`src/rtl/bcd_mod_cnt_pkg.sv`:
```
// Shared constants and helpers for the BCD modulo counter family.
// Digit limits, hour constants and the parallel-load legality check.
package bcd_mod_cnt_pkg;

  localparam int BCD_MAX  = 9;
  localparam int H24_MOD  = 24;
  localparam int H12_NOON = 12;

  // A load is accepted only if both digits are BCD and the value is below the modulus.
  function automatic logic ld_legal(input int qh, input int ql, input int modv);
    return (qh <= BCD_MAX) && (ql <= BCD_MAX) && ((10 * qh + ql) < modv);
  endfunction

endpackage

```
`src/rtl/bcd_disp12.sv`:
```
// Combinational 24-hour to 12-hour BCD display conversion.
// Maps 00..23 to 12,01..11,12,01..11 with a PM flag, working on digits directly.
module bcd_disp12
  import bcd_mod_cnt_pkg::*;
#(
  parameter int QH_W = 2
) (
  input  logic [QH_W-1:0] t,
  input  logic [3:0]      u,
  output logic [QH_W-1:0] qh,
  output logic [3:0]      ql,
  output logic            pm
);

  always_comb begin
    qh = '0;
    ql = u;
    pm = 1'b0;
    case (t)
      QH_W'(0): begin
        if (u == 4'd0) begin
          qh = QH_W'(1);
          ql = 4'd2;
        end
      end
      QH_W'(1): begin
        if (u <= 4'd1) begin
          qh = QH_W'(1);
        end else if (u == 4'd2) begin
          qh = QH_W'(1);
          pm = 1'b1;
        end else begin
          ql = u - 4'd2;
          pm = 1'b1;
        end
      end
      QH_W'(2): begin
        pm = 1'b1;
        // 20,21 -> 08,09 ; 22,23 -> 10,11
        if (u <= 4'd1) begin
          ql = u + 4'd8;
        end else begin
          qh = QH_W'(1);
          ql = u - 4'd2;
        end
      end
      default: begin
        qh = t;
      end
    endcase
  end

endmodule

```
`src/rtl/bcd_mod_cnt.sv`:
```
// Two-digit BCD modulo counter with manual set, validated load, registered carry/borrow
// and an optional 12-hour display decode when built as an hour counter.
module bcd_mod_cnt
  import bcd_mod_cnt_pkg::*;
#(
  parameter int MOD       = 24,
  parameter int QH_W      = 2,
  parameter bit ALLOW_12H = 1'b1
) (
  input  logic            CLK,
  input  logic            RST_N,
  input  logic            EN,
  input  logic            INC,
  input  logic            DEC,
  input  logic            LD,
  input  logic [QH_W-1:0] LD_QH,
  input  logic [3:0]      LD_QL,
  input  logic            MODE12,
  output logic [QH_W-1:0] QH,
  output logic [3:0]      QL,
  output logic            PM,
  output logic            CO,
  output logic            BO,
  output logic            LD_ERR
);

  localparam logic [QH_W-1:0] T_MAX   = QH_W'((MOD - 1) / 10);
  localparam logic [3:0]      U_MAX   = 4'((MOD - 1) % 10);
  localparam logic [3:0]      U_DIGIT = 4'(BCD_MAX);

  logic [QH_W-1:0] t_p0, t_nxt;
  logic [3:0]      u_p0, u_nxt;
  logic            co_p0, co_nxt;
  logic            bo_p0, bo_nxt;
  logic            le_p0, le_nxt;
  logic            up, dn, at_top, at_zero, ld_ok;

  always_comb begin
    up      = (EN | INC) & ~DEC;
    dn      = DEC & ~(EN | INC);
    at_top  = (t_p0 == T_MAX) && (u_p0 == U_MAX);
    at_zero = (t_p0 == '0) && (u_p0 == 4'd0);
    ld_ok   = ld_legal(int'(LD_QH), int'(LD_QL), MOD);

    t_nxt  = t_p0;
    u_nxt  = u_p0;
    co_nxt = 1'b0;
    bo_nxt = 1'b0;
    le_nxt = 1'b0;

    if (LD) begin
      le_nxt = ~ld_ok;
      if (ld_ok) begin
        t_nxt = LD_QH;
        u_nxt = LD_QL;
      end
    end else if (up) begin
      // Only the chained tick propagates a carry; manual setting never does.
      co_nxt = at_top & EN;
      if (at_top) begin
        t_nxt = '0;
        u_nxt = 4'd0;
      end else if (u_p0 == U_DIGIT) begin
        t_nxt = t_p0 + QH_W'(1);
        u_nxt = 4'd0;
      end else begin
        u_nxt = u_p0 + 4'd1;
      end
    end else if (dn) begin
      bo_nxt = at_zero;
      if (at_zero) begin
        t_nxt = T_MAX;
        u_nxt = U_MAX;
      end else if (u_p0 == 4'd0) begin
        t_nxt = t_p0 - QH_W'(1);
        u_nxt = U_DIGIT;
      end else begin
        u_nxt = u_p0 - 4'd1;
      end
    end
  end

  // Stage p0: count digits and single-cycle status pulses
  always_ff @(posedge CLK or negedge RST_N) begin
    if (!RST_N) begin
      t_p0  <= '0;
      u_p0  <= 4'd0;
      co_p0 <= 1'b0;
      bo_p0 <= 1'b0;
      le_p0 <= 1'b0;
    end else begin
      t_p0  <= t_nxt;
      u_p0  <= u_nxt;
      co_p0 <= co_nxt;
      bo_p0 <= bo_nxt;
      le_p0 <= le_nxt;
    end
  end

  assign CO     = co_p0;
  assign BO     = bo_p0;
  assign LD_ERR = le_p0;

  generate
    if (ALLOW_12H && (MOD == H24_MOD)) begin : g_disp12
      logic [QH_W-1:0] qh12;
      logic [3:0]      ql12;
      logic            pm12;

      bcd_disp12 #(
        .QH_W (QH_W)
      ) u_disp12 (
        .t  (t_p0),
        .u  (u_p0),
        .qh (qh12),
        .ql (ql12),
        .pm (pm12)
      );

      assign QH = MODE12 ? qh12 : t_p0;
      assign QL = MODE12 ? ql12 : u_p0;
      assign PM = MODE12 & pm12;
    end else begin : g_disp24
      logic unused_mode12;
      assign unused_mode12 = MODE12;
      assign QH = t_p0;
      assign QL = u_p0;
      assign PM = 1'b0;
    end
  endgenerate

endmodule

```
`config.mk`:
```
export PLATFORM = sky130hd
export DESIGN_NAME = bcd_mod_cnt
export DESIGN_NICKNAME = d
export VERILOG_FILES = /design/src/rtl/bcd_mod_cnt_pkg.sv /design/src/rtl/bcd_disp12.sv /design/src/rtl/bcd_mod_cnt.sv
export SDC_FILE = /design/constraint.sdc
export NUM_CORES = 1
export LEC_CHECK = 0
export CAP_MARGIN = 10
export CELL_PAD_IN_SITES_DETAIL_PLACEMENT = 1
export CELL_PAD_IN_SITES_GLOBAL_PLACEMENT = 1
export CORE_ASPECT_RATIO = 2
export CORE_MARGIN = 5
export CORE_UTILIZATION = 38
export CTS_CLUSTER_DIAMETER = 80
export CTS_CLUSTER_SIZE = 30
export DETAILED_ROUTE_END_ITERATION = 10
export PLACE_DENSITY_LB_ADDON = 0.12
export SYNTH_ARGS = -nofsm -noshare
export SYNTH_HDL_FRONTEND = slang
export SYNTH_SLANG_ARGS = --single-unit
```
`constraint.sdc`:
```
create_clock -name CLK -period 2.43 [get_ports CLK]
set_clock_uncertainty 0.05 [all_clocks]
set_input_delay 0.6075 -clock CLK [delete_from_list [all_inputs] [get_ports CLK]]
set_output_delay 0.6075 -clock CLK [all_outputs]
set_load 0.05 [all_outputs]
```
Figure 1. Selected gate families (run 1).
Scale: 4 px per micron.
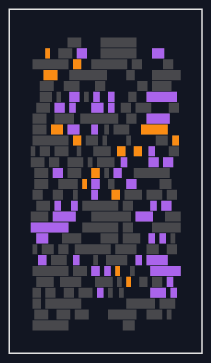
[purple] inverting AOI/OAI gates | cells: 43
[orange] NOR gates | cells: 14

Figure 2. Signal wires by layer (run 1).
Scale: 8 px per micron.
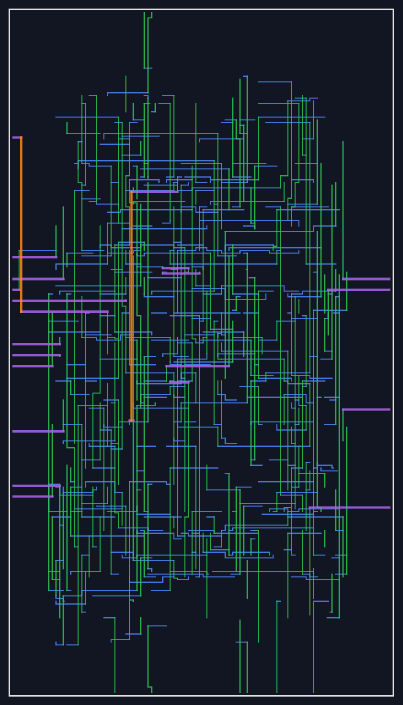
[blue] met1 | wire length: 1250 microns
[green] met2 | wire length: 2220 microns
[orange] met4 | wire length: 50.3 microns
[purple] met3 | wire length: 124 microns
Final Routed Wirelength: 3640 microns
gr usage total: 19.5%
wire per inst: 18.5 microns
via count: 1136

==> changes_impl.md, run 1 <==
### Changed

- Well Taps: 29
- Reg2reg start: u_p0[0]
- FF-to-FF path depth: 9
- Fraction of area in non-clock buffers: 26.7%
- Share of the synthesized area in the top cell type: 20.7%
- Final tally of setup violations: 5
- Leading cell kind: logic gates
- Measured slew at the worst slew-check pin: 0.502 ns
- First-pass GRT wire length: 5890 microns
- Critical Path Start Type: flip-flop
- Yosys simple share: 19.4%
- Worst Path Arrival: 1.89 ns
- Yosys warnings: 0
- Post-route DRC: 0
- Largest Register: u_p0
- Chip area: 0.00410 sq mm
- Crit. path cell count: 8
- Hold Path Origin: t_p0[0]
- Post-route setup slack: -0.113 ns
- GRT busiest layer: met2
- Max-slew violation count: 0
- DR iter-0 viols: 20
- Top sig layer: met4
- Fin. Hold Viols: 0
- Grt met2 use: 37.5%
- Worst hold path depth: 1
- Critical-path cell list: inv_4, ha_4, o31ai_4, buf_4, buf_6, a21oi_1, o31ai_4, buf_6
- Status: complete, but fails checks
- Max-Cap Viols: 0
- NetSw: 1.00 mW
- Max reg flops: 4
- Vias in the first global route: 1281
- Post-CTS sizing: 14
- Seq/total area: 13.1%
- Fmax: 393 MHz
- Failing checks: negative setup slack
- M1 WL: 1250 microns
- Setup crit end kind: primary output
- Period minus WS final: 2.54 ns
- Post-CTS Setup Inserts: 2
- RSZ-0062 raised after global routing: true
- Stage-log warning count: 37
- Largest Pwr Group: combinational cells
- Yosys synthesis chip area: 0.00109 sq mm
- Post-synthesis adder-cell area fraction: 15.0%
- Final core utilization: 62.6%
- CTS tree: done
- Pwr Density: 1190 mW/mm^2
- Port buffer count: 22
- Cell taking the most area after synthesis: dfrtp_1
- CP peak stage delay: 0.42 ns
- Reg2Reg Setup Slack: 0.27 ns
- Gate power share: 79.6%
- Nets@finish: 195
- FF/Latch Area: 228 sq um
- Mapped Cells: 125
- Number of enable flip-flop cells: 0
- Switching share of power: 48.5%
- Worst Setup SP: u_p0[0]
- Init Core Util: 39.3%
- Rows: 27
- Post-Synthesis Mean Instance Area: 8.70 sq um
- Power share of the clock group: 8.5%
- Synth top cells by count: ha_1 (13), nand2_1 (12), o21ai_0 (12)
- Initial DRT Pass Iterations: 4
- WP data required: 1.77 ns
- Clock tree buffer depth: 2
Figure 3. Clock wiring as the flow saved it (run 1).
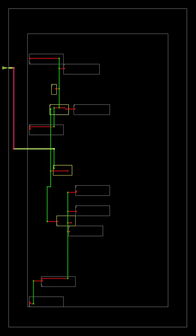
Inserted Clock Buffers: 3
Sinks on Clock Net: 9
clk ins delay skew pair: 0.23 ns
clkbuf count: 4

Figure 4. Floorplan with the power grid (run 1).
Scale: 6 px per micron. Pins as bars on the die edge.
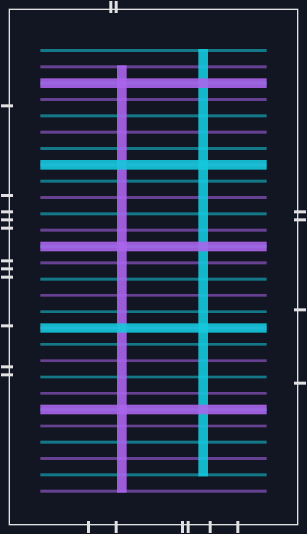
[cyan] VDD
[purple] VSS
signal pins: 23
met4 straps: 2
met1 rails: 28
Die Width: 47.8 microns
peak supply drop: 0.000537 V
Core Area: 0.00277 sq mm

Figure 5. Clock distribution (run 1).
Scale: 4 px per micron.
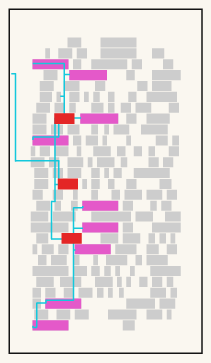

==> run 1 -> run 2 <==
--- a/config.mk
+++ b/config.mk
@@ -14,6 +14,7 @@
 export CTS_CLUSTER_DIAMETER = 80
 export CTS_CLUSTER_SIZE = 30
 export DETAILED_ROUTE_END_ITERATION = 10
+export GPL_TIMING_DRIVEN = 0
 export PLACE_DENSITY_LB_ADDON = 0.12
 export SYNTH_ARGS = -nofsm -noshare
 export SYNTH_HDL_FRONTEND = slang
==> constraint.sdc (replaced) <==
create_clock -name CLK -period 2.9 [get_ports CLK]
set_clock_uncertainty 0.05 [all_clocks]
set_input_delay 0.725 -clock CLK [delete_from_list [all_inputs] [get_ports CLK]]
set_output_delay 0.725 -clock CLK [all_outputs]
set_load 0.05 [all_outputs]
Figure 6. Clock distribution (run 2).
Scale: 4 px per micron.
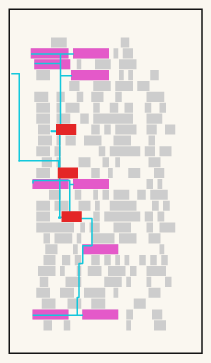
[red] cells driving clock nets | count: 3
[cyan] clock wires | length: 174 microns
[magenta] flip-flops | count: 9
routed clock nets: 4
clk ins delay skew pair: 0.24 ns
power share of the clock group: 10.8%

==> changes_impl.md, run 2 <==
### Changed

- Status: finished clean
- NetSw: 0.748 mW (-26%)
- Post-CTS Setup Inserts: 0 (-2)
- Routed Antenna Nets: 0
- Yosys simple share: 19.4% (unchanged)
- Reg2Reg Setup Slack: 0.71 ns (+0.44 ns)
- Hold Path Origin: u_p0[0]
- Total grt overflow: 0
- Fmax: 359 MHz
- Max-Cap Viols: 0 (unchanged)
- Pwr Density: 974 mW/mm^2 (-18%)
- Stage-log warning count: 34 (-8.1%)
- Post-CTS sizing: 32 (+18)
- Inserted Clock Buffers: 3 (unchanged)
- Grt met2 use: 34.3% (-3.3 points)
- Post-Synthesis Mean Instance Area: 8.70 sq um (unchanged)
- DR iter-0 viols: 18 (-10%)
- Worst Setup SP: u_p0[3]
- Critical Path Start Type: flip-flop
- Leading cell kind: logic gates
- Yosys warnings: 0 (unchanged)
- Initial DRT Pass Iterations: 4 (unchanged)
- Post-route setup slack: 0.111 ns (+0.224 ns)
- Measured slew at the worst slew-check pin: 0.504 ns (+0.00158 ns)
- Largest Register: u_p0
- Crit. path cell count: 7 (-1)
- Setup crit end kind: primary output
- Reg2reg start: t_p0[0]
- Inverter count: 7
- Mapped Cells: 125 (unchanged)
- Clkbuf count: 4 (unchanged)
- Kind of cell adding the most delay to the critical path: AND-OR/OR-AND gates
- Peak supply drop: 0.000422 V (-21%)
- Mux share: 6.21%
- First-pass GRT wire length: 5370 microns (-8.8%)
- Fraction of area in non-clock buffers: 15.5% (-11 points)
- Largest Pwr Group: combinational cells
- Number of enable flip-flop cells: 0 (unchanged)
- Init Core Util: 39.3% (unchanged)
- Synth top cells by count: ha_1 (13), nand2_1 (12), o21ai_0 (12)
- Nets@finish: 176 (-9.7%)
- Placed cell area: 0.00136 sq mm
- Chip area: 0.00410 sq mm (unchanged)
- Period minus WS final: 2.79 ns
- Seq/total area: 16.0% (+2.9 points)
- Switching share of power: 54.1% (+5.6 points)
- Vias in the first global route: 1159 (-9.5%)
- Post-synthesis adder-cell area fraction: 15.0% (unchanged)
- GRT busiest layer: met2
- N_diodes: 0
- RSZ-0062 raised after global routing: false
- Die Width: 47.8 microns (unchanged)
- Final core utilization: 51.2% (-11 points)
- Clock tree buffer depth: 2 (unchanged)
- Gate power share: 73.8% (-5.8 points)
- Rows: 27 (unchanged)
- Port buffer count: 21 (-4.5%)
- Critical-path cell list: buf_2, nor2_2, o21ai_2, a221oi_1, o21ai_0, a21boi_1, buf_2
- CP peak stage delay: 0.42 ns (about the same)
- Dominant flop cell: dfrtp_1
- CTS tree: done
- Top area cells in the synthesized netlist: dfrtp_1 (21%), ha_1 (15%), o21ai_0 (5.5%), nand2_1 (4.1%), a21oi_1 (3.2%)
- Max-slew violation count: 0 (unchanged)
- Yosys synthesis chip area: 0.00109 sq mm (unchanged)
- Flop count: 9
- Share of the synthesized area in the top cell type: 20.7% (unchanged)
- FF/Latch Area: 228 sq um (unchanged)
- Mapped Nets: 151
- FF-to-FF path depth: 8 (-1)
- Top sig layer: met4
- Worst hold path depth: 2 (+1)
- Clock distribution power: 0.150 mW
- Max reg flops: 4 (unchanged)
- Fin area: 0.00142 sq mm
- Async set-reset flop share out of synthesis: 100%
- Worst Path Arrival: 2.01 ns (+0.12 ns)
- WP data required: 2.12 ns (+0.35 ns)
- Final tally of setup violations: 0 (-5)
- Post-route DRC: 0 (unchanged)
- Cell taking the most area after synthesis: dfrtp_1
- Core Area: 0.00277 sq mm (unchanged)
- Sinks on Clock Net: 9 (unchanged)
- M1 WL: 1200 microns (-3.8%)
Figure 7. Signal wires by layer (run 2).
Scale: 8 px per micron.
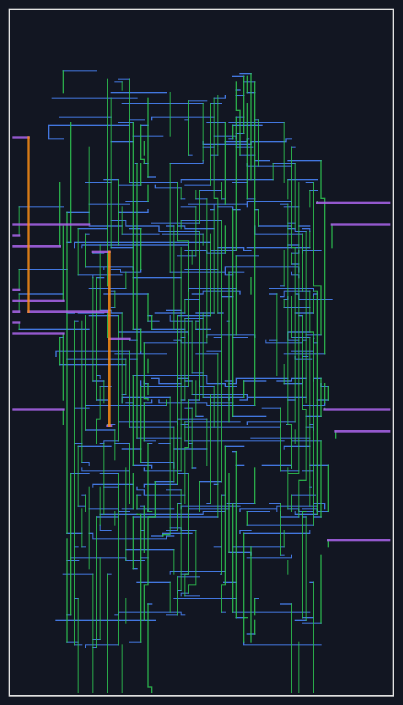
[blue] met1 | wire length: 1200 microns
[purple] met3 | wire length: 91.5 microns
[orange] met4 | wire length: 43.5 microns
[green] met2 | wire length: 1970 microns
wire per inst: 18.6 microns
Final Routed Wirelength: 3310 microns
via count: 1046
gr usage total: 17.8%

Figure 8. Floorplan with the power grid (run 2).
Scale: 6 px per micron. Pins as bars on the die edge.
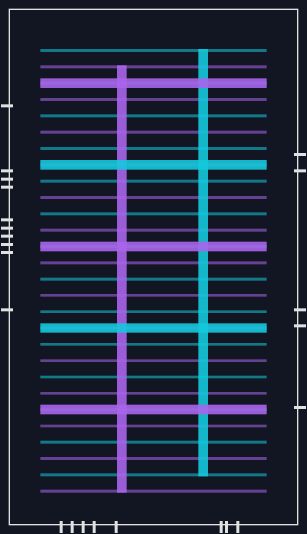

==> run 2 -> run 3 <==
--- a/config.mk
+++ b/config.mk
@@ -5,12 +5,13 @@
 export SDC_FILE = /design/constraint.sdc
 export NUM_CORES = 1
 export LEC_CHECK = 0
-export CAP_MARGIN = 10
+export CAP_MARGIN = 20
 export CELL_PAD_IN_SITES_DETAIL_PLACEMENT = 1
 export CELL_PAD_IN_SITES_GLOBAL_PLACEMENT = 1
 export CORE_ASPECT_RATIO = 2
 export CORE_MARGIN = 5
-export CORE_UTILIZATION = 38
+export CORE_UTILIZATION = 39
+export CTS_BUF_LIST = sky130_fd_sc_hd__clkbuf_8
 export CTS_CLUSTER_DIAMETER = 80
 export CTS_CLUSTER_SIZE = 30
 export DETAILED_ROUTE_END_ITERATION = 10
Figure 9. Floorplan with the power grid (run 3).
Scale: 6 px per micron. Pins as bars on the die edge.
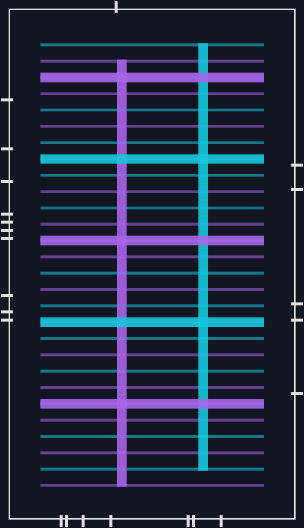
[purple] VSS
[cyan] VDD
signal pins: 23
met1 rails: 28
met4 straps: 2
met5 straps: 5

==> changes_impl.md, run 3 <==
### Changed

- Status: finished clean
- Largest Pwr Group: combinational cells
- Top area cells in the synthesized netlist: dfrtp_1 (21%), ha_1 (15%), o21ai_0 (5.5%), nand2_1 (4.1%), a21oi_1 (3.2%)
- Post-route setup slack: 0.151 ns (+0.0394 ns)
- Clock tree buffer depth: 2 (unchanged)
- Fin area: 0.00146 sq mm (+3.0%)
- Sinks on Clock Net: 9 (unchanged)
- Switching share of power: 52.8% (-1.3 points)
- Pwr Density: 975 mW/mm^2 (about the same)
- Critical Path Start Type: flip-flop
- Power share of the clock group: 10.2% (-0.6 points)
- Max-slew violation count: 0 (unchanged)
- CTS tree: done
- Port buffer count: 21 (unchanged)
- Die Width: 47.3 microns (-1.0%)
- Rows: 27 (unchanged)
- Post-CTS Setup Inserts: 1 (+1)
- Inserted Clock Buffers: 3 (unchanged)
- Largest net degree at the start of global routing: 11
- Footprint of the multi-input gates: 861 sq um
- Post-Synthesis Mean Instance Area: 8.70 sq um (unchanged)
- Leading cell kind: logic gates
- Routed Antenna Nets: 0 (unchanged)
- FF-to-FF path depth: 8 (unchanged)
- NetSw: 0.753 mW (+0.62%)
- Top sig layer: met4
- Period minus WS final: 2.75 ns (-0.0394 ns)
- Post-route DRC: 0 (unchanged)
- Gr usage total: 19.1% (+1.3 points)
- Post-synthesis adder-cell area fraction: 15.0% (unchanged)
- Final Routed Wirelength: 3320 microns (+0.39%)
- Largest Register: u_p0
- Nets@finish: 180 (+2.3%)
- Gate power share: 75.3% (+1.5 points)
- Setup crit end kind: primary output
- Mux share: 6.21% (unchanged)
- Synth top cells by count: ha_1 (13), nand2_1 (12), o21ai_0 (12)
- Post-CTS sizing: 37 (+16%)
- Critical-path cell list: inv_1, ha_4, o31ai_4, xnor2_1, a22oi_1, o211ai_1, buf_4
- Initial DRT Pass Iterations: 4 (unchanged)
- Fraction of area in non-clock buffers: 17.9% (+2.4 points)
- Yosys synthesis chip area: 0.00109 sq mm (unchanged)
- DR iter-0 viols: 16 (-2)
- Worst Path Arrival: 1.97 ns (-0.04 ns)
- Measured slew at the worst slew-check pin: 0.510 ns (+0.00628 ns)
- Seq/total area: 15.6% (-0.47 points)
- Reg2reg start: t_p0[0]
- Cell taking the most area after synthesis: dfrtp_1
- Init Core Util: 39.7% (+0.48 points)
- Final tally of setup violations: 0 (unchanged)
- Placed cell area: 0.00136 sq mm (unchanged)
- Regs by FF count: u_p0: 4 flops, t_p0: 2 flops
- Mapped Nets: 151 (unchanged)
- Core Area: 0.00274 sq mm (-1.2%)
- Vias in the first global route: 1146 (-1.1%)
- Chip area: 0.00401 sq mm (-2.2%)
- Kind of cell adding the most delay to the critical path: AND-OR/OR-AND gates
- Grt met2 use: 36.7% (+2.4 points)
- RSZ-0062 raised after global routing: false
- Max reg flops: 4 (unchanged)
- Area growth syn-to-layout: 34.4%
- Hold Path Origin: u_p0[1]
- Worst Setup SP: u_p0[0]
- Fmax: 364 MHz (+1.4%)
- Share of the synthesized area in the top cell type: 20.7% (unchanged)
- GRT busiest layer: met2
- Yosys warnings: 0 (unchanged)
- CP peak stage delay: 0.43 ns (about the same)
- Total grt overflow: 0 (unchanged)
- Async set-reset flop share out of synthesis: 100% (unchanged)
- First-pass GRT wire length: 5550 microns (+3.5%)
- N_diodes: 0 (unchanged)
- Peak supply drop: 0.000413 V (-2.1%)
- Mapped Cells: 125 (unchanged)
- WP data required: 2.12 ns (about the same)
- Yosys simple share: 19.4% (unchanged)
Figure 10. Clock wiring as the flow saved it (run 3).
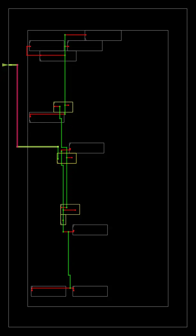
flop count: 9
clk ins delay skew pair: 0.23 ns
clkbuf count: 3
clock distribution power: 0.146 mW

Power is estimated from default activity; no workload was simulated.
